`src/rtl/gpu_pkg.sv`:
```
// Shared GPU definitions used by the OBM DMA engine and its bus interface.
//   VRAM_ADDR_WIDTH : width of a VRAM byte address
//   OBM_BASE_ADDR   : VRAM address of object memory byte 0
//   OBM_BYTES       : size of object memory in bytes
//   dma_state_t     : OBM DMA engine states
package gpu_pkg;

  localparam int unsigned VRAM_ADDR_WIDTH = 12;
  localparam logic [VRAM_ADDR_WIDTH-1:0] OBM_BASE_ADDR = 12'h800;
  localparam int unsigned OBM_BYTES = 256;

  typedef enum logic [1:0] {
    IDLE,
    PENDING,
    RUN
  } dma_state_t;

endpackage

```
`src/rtl/obm_dma_if.sv`:
```
// Bus bundle of the OBM DMA engine.
//   CPU side    : reg_we, reg_data (trigger), cpu_halt, busy, done, overrun
//   video side  : vblank
//   source read : mem_addr, mem_re, mem_data (data one cycle after mem_re)
//   VRAM write  : vram_address, data_out, write_enable, SELECT_obm
// master = the DMA engine, slave = the surrounding system.
interface obm_dma_if;
  import gpu_pkg::*;

  logic                       reg_we;
  logic [7:0]                 reg_data;
  logic                       vblank;
  logic [15:0]                mem_addr;
  logic                       mem_re;
  logic [7:0]                 mem_data;
  logic [VRAM_ADDR_WIDTH-1:0] vram_address;
  logic [7:0]                 data_out;
  logic                       write_enable;
  logic                       SELECT_obm;
  logic                       cpu_halt;
  logic                       busy;
  logic                       done;
  logic                       overrun;

  modport master (
    input  reg_we, reg_data, vblank, mem_data,
    output mem_addr, mem_re, vram_address, data_out, write_enable, SELECT_obm,
    output cpu_halt, busy, done, overrun
  );

  modport slave (
    output reg_we, reg_data, vblank, mem_data,
    input  mem_addr, mem_re, vram_address, data_out, write_enable, SELECT_obm,
    input  cpu_halt, busy, done, overrun
  );

endinterface

```
`src/rtl/obm_dma_edge_detect.sv`:
```
// Rising-edge detector with a configurable reset value for the delayed copy.
//   clk_i  : clock
//   rst_i  : synchronous active-high reset
//   d_i    : level input
//   rise_o : high in the cycle where d_i is high and was low the cycle before
module edge_detect_m #(
  parameter bit ResetVal = 1'b1
) (
  input  logic clk_i,
  input  logic rst_i,
  input  logic d_i,
  output logic rise_o
);

  logic d_q, d_d;

  always_comb d_d = d_i;

  always_ff @(posedge clk_i) begin
    if (rst_i) begin
      d_q <= ResetVal;
    end else begin
      d_q <= d_d;
    end
  end

  always_comb rise_o = d_i & ~d_q;

endmodule

```
`src/rtl/obm_dma.sv`:
```
// OBM DMA: copies a 256-byte CPU page into object memory, halting the CPU while it runs.
//   cpu_clk : the only clock
//   rst     : synchronous active-high reset
//   bus     : obm_dma_if master (trigger, vblank, source read, VRAM write, status)
// Read and write phases overlap: the byte read at idx is written at idx+1.
module obm_dma
  import gpu_pkg::*;
#(
  parameter bit                         SYNC_TO_VBLANK = 1'b1,
  parameter logic [VRAM_ADDR_WIDTH-1:0] OBM_BASE       = OBM_BASE_ADDR
) (
  input  logic      cpu_clk,
  input  logic      rst,
  obm_dma_if.master bus
);

  dma_state_t  state_q, state_d;
  logic [8:0]  idx_q, idx_d;
  logic [7:0]  page_q, page_d;
  logic        done_q, done_d;
  logic        overrun_q, overrun_d;
  logic        vblank_rise;
  logic [8:0]  wr_off;

  // Reset value 1 so a vblank already high out of reset is not taken as an edge.
  edge_detect_m #(
    .ResetVal(1'b1)
  ) u_vblank_edge (
    .clk_i (cpu_clk),
    .rst_i (rst),
    .d_i   (bus.vblank),
    .rise_o(vblank_rise)
  );

  always_ff @(posedge cpu_clk) begin
    if (rst) begin
      state_q   <= IDLE;
      idx_q     <= '0;
      page_q    <= '0;
      done_q    <= 1'b0;
      overrun_q <= 1'b0;
    end else begin
      state_q   <= state_d;
      idx_q     <= idx_d;
      page_q    <= page_d;
      done_q    <= done_d;
      overrun_q <= overrun_d;
    end
  end

  always_comb begin
    state_d   = state_q;
    idx_d     = idx_q;
    page_d    = page_q;
    done_d    = 1'b0;
    overrun_d = overrun_q;
    unique case (state_q)
      IDLE: begin
        if (bus.reg_we) begin
          page_d    = bus.reg_data;
          overrun_d = 1'b0;
          state_d   = PENDING;
        end
      end
      PENDING: begin
        if (!SYNC_TO_VBLANK || vblank_rise) begin
          idx_d   = '0;
          state_d = RUN;
        end
      end
      RUN: begin
        idx_d = idx_q + 9'd1;
        // idx == 256 carries only the final write.
        if (idx_q == 9'(OBM_BYTES)) begin
          state_d = IDLE;
          done_d  = 1'b1;
        end
      end
      default: state_d = IDLE;
    endcase
    // Includes the exit cycle of RUN: the trigger is still dropped there.
    if (bus.reg_we && (state_q != IDLE)) begin
      overrun_d = 1'b1;
    end
  end

  always_comb begin
    wr_off           = idx_q - 9'd1;
    bus.mem_re       = 1'b0;
    bus.mem_addr     = '0;
    bus.write_enable = 1'b0;
    bus.vram_address = '0;
    bus.data_out     = '0;
    bus.cpu_halt     = 1'b0;
    if (state_q == RUN) begin
      bus.cpu_halt = 1'b1;
      if (!idx_q[8]) begin
        bus.mem_re   = 1'b1;
        bus.mem_addr = {page_q, idx_q[7:0]};
      end
      if (idx_q != 9'd0) begin
        bus.write_enable = 1'b1;
        bus.vram_address = OBM_BASE + VRAM_ADDR_WIDTH'(wr_off);
        bus.data_out     = bus.mem_data;
      end
    end
    bus.SELECT_obm = bus.write_enable;
    bus.busy       = (state_q != IDLE);
    bus.done       = done_q;
    bus.overrun    = overrun_q;
  end

endmodule

```
`src/flat_wrapper.sv`:
```
// flat-port wrapper written by rule: the top's interface ports become plain ports
module obm_dma_flat import gpu_pkg::*;
#(
  parameter bit                         SYNC_TO_VBLANK = 1'b1,
  parameter logic [VRAM_ADDR_WIDTH-1:0] OBM_BASE       = OBM_BASE_ADDR
)
  (cpu_clk, rst, bus_reg_we, bus_reg_data, bus_vblank, bus_mem_data, bus_mem_addr, bus_mem_re, bus_vram_address, bus_data_out, bus_write_enable, bus_SELECT_obm, bus_cpu_halt, bus_busy, bus_done, bus_overrun);
  obm_dma_if bus_i ();
  input  logic cpu_clk;
  input  logic rst;
  input wire logic [$bits(bus_i.reg_we)-1:0] bus_reg_we;
  input wire logic [$bits(bus_i.reg_data)-1:0] bus_reg_data;
  input wire logic [$bits(bus_i.vblank)-1:0] bus_vblank;
  input wire logic [$bits(bus_i.mem_data)-1:0] bus_mem_data;
  output wire logic [$bits(bus_i.mem_addr)-1:0] bus_mem_addr;
  output wire logic [$bits(bus_i.mem_re)-1:0] bus_mem_re;
  output wire logic [$bits(bus_i.vram_address)-1:0] bus_vram_address;
  output wire logic [$bits(bus_i.data_out)-1:0] bus_data_out;
  output wire logic [$bits(bus_i.write_enable)-1:0] bus_write_enable;
  output wire logic [$bits(bus_i.SELECT_obm)-1:0] bus_SELECT_obm;
  output wire logic [$bits(bus_i.cpu_halt)-1:0] bus_cpu_halt;
  output wire logic [$bits(bus_i.busy)-1:0] bus_busy;
  output wire logic [$bits(bus_i.done)-1:0] bus_done;
  output wire logic [$bits(bus_i.overrun)-1:0] bus_overrun;
  assign bus_i.reg_we = bus_reg_we;
  assign bus_i.reg_data = bus_reg_data;
  assign bus_i.vblank = bus_vblank;
  assign bus_i.mem_data = bus_mem_data;
  assign bus_mem_addr = bus_i.mem_addr;
  assign bus_mem_re = bus_i.mem_re;
  assign bus_vram_address = bus_i.vram_address;
  assign bus_data_out = bus_i.data_out;
  assign bus_write_enable = bus_i.write_enable;
  assign bus_SELECT_obm = bus_i.SELECT_obm;
  assign bus_cpu_halt = bus_i.cpu_halt;
  assign bus_busy = bus_i.busy;
  assign bus_done = bus_i.done;
  assign bus_overrun = bus_i.overrun;
  obm_dma #(.SYNC_TO_VBLANK(SYNC_TO_VBLANK), .OBM_BASE(OBM_BASE)) u_core (.cpu_clk(cpu_clk), .rst(rst), .bus(bus_i));
endmodule
```
`config.mk`:
```
export PLATFORM = sky130hd
export DESIGN_NAME = obm_dma_flat
export DESIGN_NICKNAME = d
export VERILOG_FILES = /design/src/rtl/gpu_pkg.sv /design/src/rtl/obm_dma_if.sv /design/src/rtl/obm_dma_edge_detect.sv /design/src/rtl/obm_dma.sv /design/src/flat_wrapper.sv
export SDC_FILE = /design/constraint.sdc
export NUM_CORES = 1
export LEC_CHECK = 0
export ABC_CLOCK_PERIOD_IN_PS = 2760
export CAP_MARGIN = 25
export CORE_AREA = 2 2 67 57
export DETAILED_ROUTE_END_ITERATION = 12
export DIE_AREA = 0 0 69 59
export MAX_ROUTING_LAYER = met4
export PLACE_DENSITY = 0.8
export SLEW_MARGIN = 25
export SYNTH_ARGS = -nofsm -noshare
export SYNTH_HDL_FRONTEND = slang
export SYNTH_SLANG_ARGS = --single-unit
```
`constraint.sdc`:
```
create_clock -name cpu_clk -period 2.76 [get_ports cpu_clk]
set_clock_uncertainty 0.15 [all_clocks]
set_input_delay 0.552 -clock cpu_clk [delete_from_list [all_inputs] [get_ports cpu_clk]]
set_output_delay 0.552 -clock cpu_clk [all_outputs]
set_load 0.005 [all_outputs]
```
Fig. 1: run 1, sequential cells grouped by signal name
Other sequential cells in the stronger grey, the rest of the logic in the fainter grey.
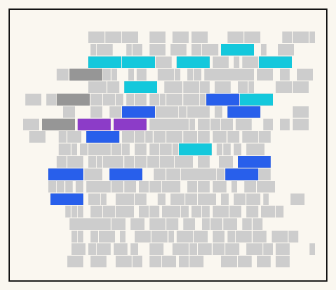
Cyan marks `u_core.page_q`, flops 8. Purple marks `u_core.state_q`, flops 2. Blue marks `u_core.idx_q`, flops 9.

Fig. 2: run 1, M1 wires
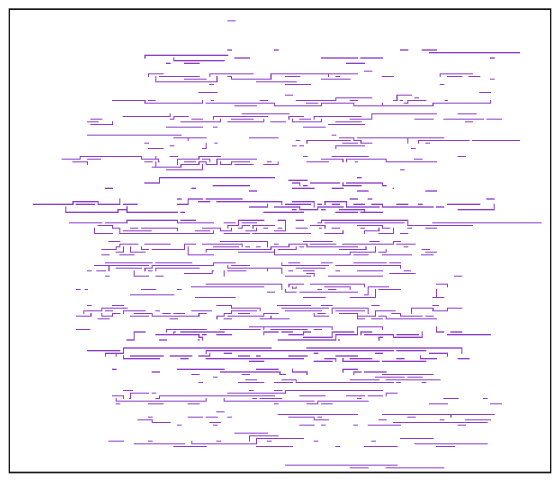
The longest straight run is 23.9 um. The layer holds 42% of the routed length.

==> GITHUB_STEP_SUMMARY, run 1 <==
## PnR job results

| Metric | Value |
|---|---|
| Outcome | `finished clean` |
| Post-synth EDFFs | `0` |
| CP Cell Sequence | `inv_2 -> buf_4 -> ha_4 -> nor4b_4 -> a21o_1 -> clkinvlp_4 -> buf_4 -> and2_1 -> dlygate4sd2_1` |
| Endpoints failing setup | `0` |
| DR DRC count | `0` |
| Yosys Chip Area | `1339 um^2` |
| Congestion Overflow GR | `0` |
| Crit path top cell by count | `buf_4` |
| Vias per cell | `5.250` |
| Yosys top cell by area | `dfxtp_1` |
| Final TNS setup | `0 ps` |
| Placed Area | `2078 um^2` |
| Layout Nets | `270` |
| Min cycle time layout | `2727 ps` |
| Post-Layout Cell Count | `288` |
| Final hold vios | `0` |
| Max reg flops | `9` |
| Delay-heaviest family, CP | `buffers and inverters` |
| Die H | `59 um` |
| Share of cells above drive strength 1 | `25.20%` |
| Post-CTS Resized | `33` |
| Crit path DRT | `2060 ps` |
| Hold buffers post-CTS | `0` |
| Postcts setup bufs | `2` |
| Layout area overhead | `69.07%` |
Fig. 3: run 1, placed standard cells
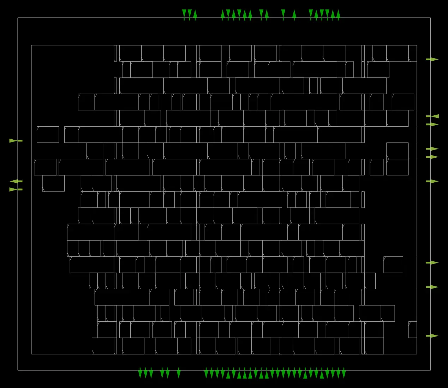
tap cells: 42
Core Util, Final: 68.01%
Fillers: 259
Core Area: 3328 um^2

-- run 1: kinds of logic after synthesis --
| logic type | Yosys count | synth area share, % |
|---|---|---|
| buffers and inverters | 23 | 8.411 |
| other | 1 | 0.2801 |
| DFF | 22 | 32.90 |
| xor gates and xnor gates | 2 | 1.309 |
| adders and majority gates | 3 | 2.804 |
| and+or+nand+nor | 79 | 34.21 |
| AOI/OAI and AO/OA | 27 | 12.52 |
| muxes | 10 | 7.570 |
-- run 1: layout make-up --
cell class,instances,area (um^2),area share [%]
clock buffers,3,41.29,1.824
clock inverters,1,30.03,1.327
inverters,6,22.52,0.9950
multi-input cells,123,874.6,38.64
flip-flops and latches,22,441.7,19.51
well taps,42,52.55,2.322
repair buffers,90,793.3,35.05
repair inverters,1,7.507,0.3317
-- run 1: power groups by stage --
| stage | Clock (mW) | Combinational, mW | Sequential (mW) |
|---|---|---|---|
| detailed placement | 0 | 0.0836 | 0.342 |
| finish | 0.297 | 0.0886 | 0.335 |
| global placement | 0 | 0.0823 | 0.342 |
| floorplan | 0 | 0.0383 | 0.341 |
| CTS | 0.300 | 0.0851 | 0.335 |
| global route | 0.311 | 0.0960 | 0.337 |
-- run 1: path summary, 6_finish.rpt --
path	start	end	slack, ps	depth (start not counted)
max	u_core.idx_q[0]$_SDFFE_PP0P_	bus_data_out[5]	30	9
max reg2reg	u_core.idx_q[0]$_SDFFE_PP0P_	u_core.idx_q[8]$_SDFFE_PP0P_	1000	5
min reg2reg	u_core.page_q[0]$_SDFFE_PP0P_	u_core.page_q[0]$_SDFFE_PP0P_	340	2
min	u_core.page_q[0]$_SDFFE_PP0P_	u_core.page_q[0]$_SDFFE_PP0P_	340	2
Fig. 4: run 1, local utilization
7 x 6 tiles, from white (low) to dark blue (high), 0 to 100% covered.
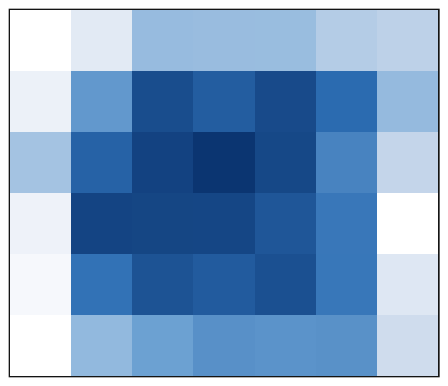

## Run 2: what changed since run 1
--- a/config.mk
+++ b/config.mk
@@ -12,6 +12,7 @@
 export DIE_AREA = 0 0 69 59
 export MAX_ROUTING_LAYER = met4
 export PLACE_DENSITY = 0.8
+export RECOVER_POWER = 100
 export SLEW_MARGIN = 25
 export SYNTH_ARGS = -nofsm -noshare
 export SYNTH_HDL_FRONTEND = slang
Fig. 5: run 2, local utilization
7 x 6 tiles, from white (low) to dark blue (high), 0 to 100% covered.
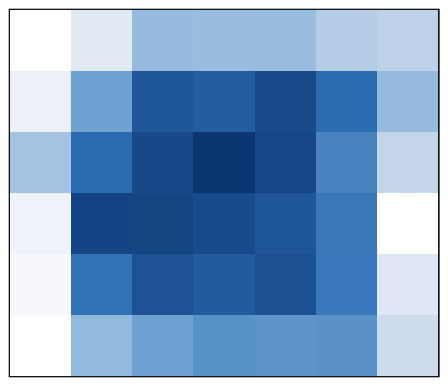
The emptiest ninth of the die: top left. 7.1% of the tiles are nearly empty. The fullest tile reaches 98%.

==> GITHUB_STEP_SUMMARY, run 2 <==
## PnR job results

| Metric | Value |
|---|---|
| MI comb area | `874.6 um^2` |
| Layout area overhead | `67.85%` |
| Outcome | `finished clean` |
| Inverters | `7` |
| Die H | `59 um` |
| Pwr top | `registers` |
| Vias per cell | `5.260` |
| Post-CTS Resized | `33` |
| Power Clock | `0.297 mW` |
| Hold buffers post-CTS | `0` |
| R2R cell count | `5` |
| Post-synth EDFFs | `0` |
| DR DRC count | `0` |
| Worst-margin pin slew | `610.5 ps` |
| Yosys top cell by area | `dfxtp_1` |
| CP Cell Sequence | `inv_2 -> buf_4 -> ha_4 -> nor4b_4 -> a21o_1 -> clkinvlp_4 -> buf_4 -> and2_1 -> dlygate4sd2_1` |
| Post-Layout Cell Count | `288` |
| Final hold vios | `0` |
| Layout Nets | `270` |
| Clock buffers | `3` |
| Comb area share | `38.92%` |
| Top reg by flops | `u_core.idx_q` |
| Final TNS setup | `0 ps` |
| Tap cells | `42` |
| Flop count | `22` |
| Core Util, Final | `67.52%` |
| Crit path DRT | `2060 ps` |
| Post-synthesis async set-or-reset flop share | `0%` |
| Postcts setup bufs | `2` |
| Critical path depth | `9` |
| Final clock-cell share | `3.174%` |
| Delay-heaviest family, CP | `buffers and inverters` |
| Non-Clock Buffer Count | `90` |
| Crit path top cell by count | `buf_4` |
| Congestion Overflow GR | `0` |
| Placed Area | `2078 um^2` |
| Max reg flops | `9` |
| Seq/total area | `19.65%` |
| Share of cells above drive strength 1 | `23.98%` |
| Min cycle time layout | `2731 ps` |
| Sequential power | `0.335 mW` |
| Core Area | `3328 um^2` |
| Fillers | `266` |
| Worst Hold Path Cells | `2` |
| Endpoints failing setup | `0` |
| Combinational cell power | `0.0846 mW` |
| Io pins | `63` |
| Buffer share of cell area | `34.58%` |
| Top cell category | `logic gates` |
Fig. 6: run 2, sequential cells grouped by signal name
Other sequential cells in the stronger grey, the rest of the logic in the fainter grey.
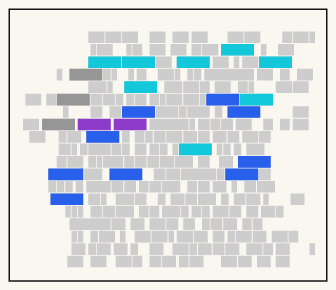
Blue marks `u_core.idx_q`, flops 9. Cyan marks `u_core.page_q`, flops 8. Purple marks `u_core.state_q`, flops 2.
Another 3 sequential cells are not coloured.

-- run 2: netlist changes by cell type in the layout (fill, tap and decap cells not counted), sizes merged --
cell           change
buf                -5
clkbuf             +5
clkdlybuf4s50      -8
dlygate4sd3        +8
-- run 2: path summary, 6_finish.rpt --
path,start,to,slack [ps]
worst max-delay path,u_core.idx_q[0]$_SDFFE_PP0P_,bus_data_out[5],30
worst min-delay path,u_core.page_q[0]$_SDFFE_PP0P_,u_core.page_q[0]$_SDFFE_PP0P_,340
worst max register to register,u_core.idx_q[0]$_SDFFE_PP0P_,u_core.idx_q[8]$_SDFFE_PP0P_,1000
worst min register to register,u_core.page_q[0]$_SDFFE_PP0P_,u_core.page_q[0]$_SDFFE_PP0P_,340
-- run 2: cell families (layout without fill, tap and decap cells) --
| kind of cell | Yosys count | count (layout) | synth area share [%] |
|---|---|---|---|
| flip-flops | 22 | 22 | 32.90 |
| AND/OR/NAND/NOR | 79 | 79 | 34.21 |
| AND-OR/OR-AND | 27 | 27 | 12.52 |
| XOR/XNOR | 2 | 2 | 1.309 |
| other | 1 | 2 | 0.2801 |
| multiplexers | 10 | 10 | 7.570 |
| buffers and inverters | 23 | 101 | 8.411 |
| adder cells (fa/ha/maj) | 3 | 3 | 2.804 |
-- run 2: worst reg2reg max path, cell delays in order (launching register included) --
cell,delay [ps]
dfxtp_1,350
buf_4,150
ha_1,190
nand3_1,200
nor3_1,250
mux2_2,360
-- run 2: metal layers --
metal	part of all wire [%]	track usage [%]	routed length, um	vias to the layer above
met2	52	36.54	2184	52
met5	0	-	0	-
li1	-	-	-	737
met3	4.9	4.422	207	6
met1	42	23.71	1766	720
met4	1.0	4.202	42	0
No activity file was given, so power comes from the tool's default toggle rates.
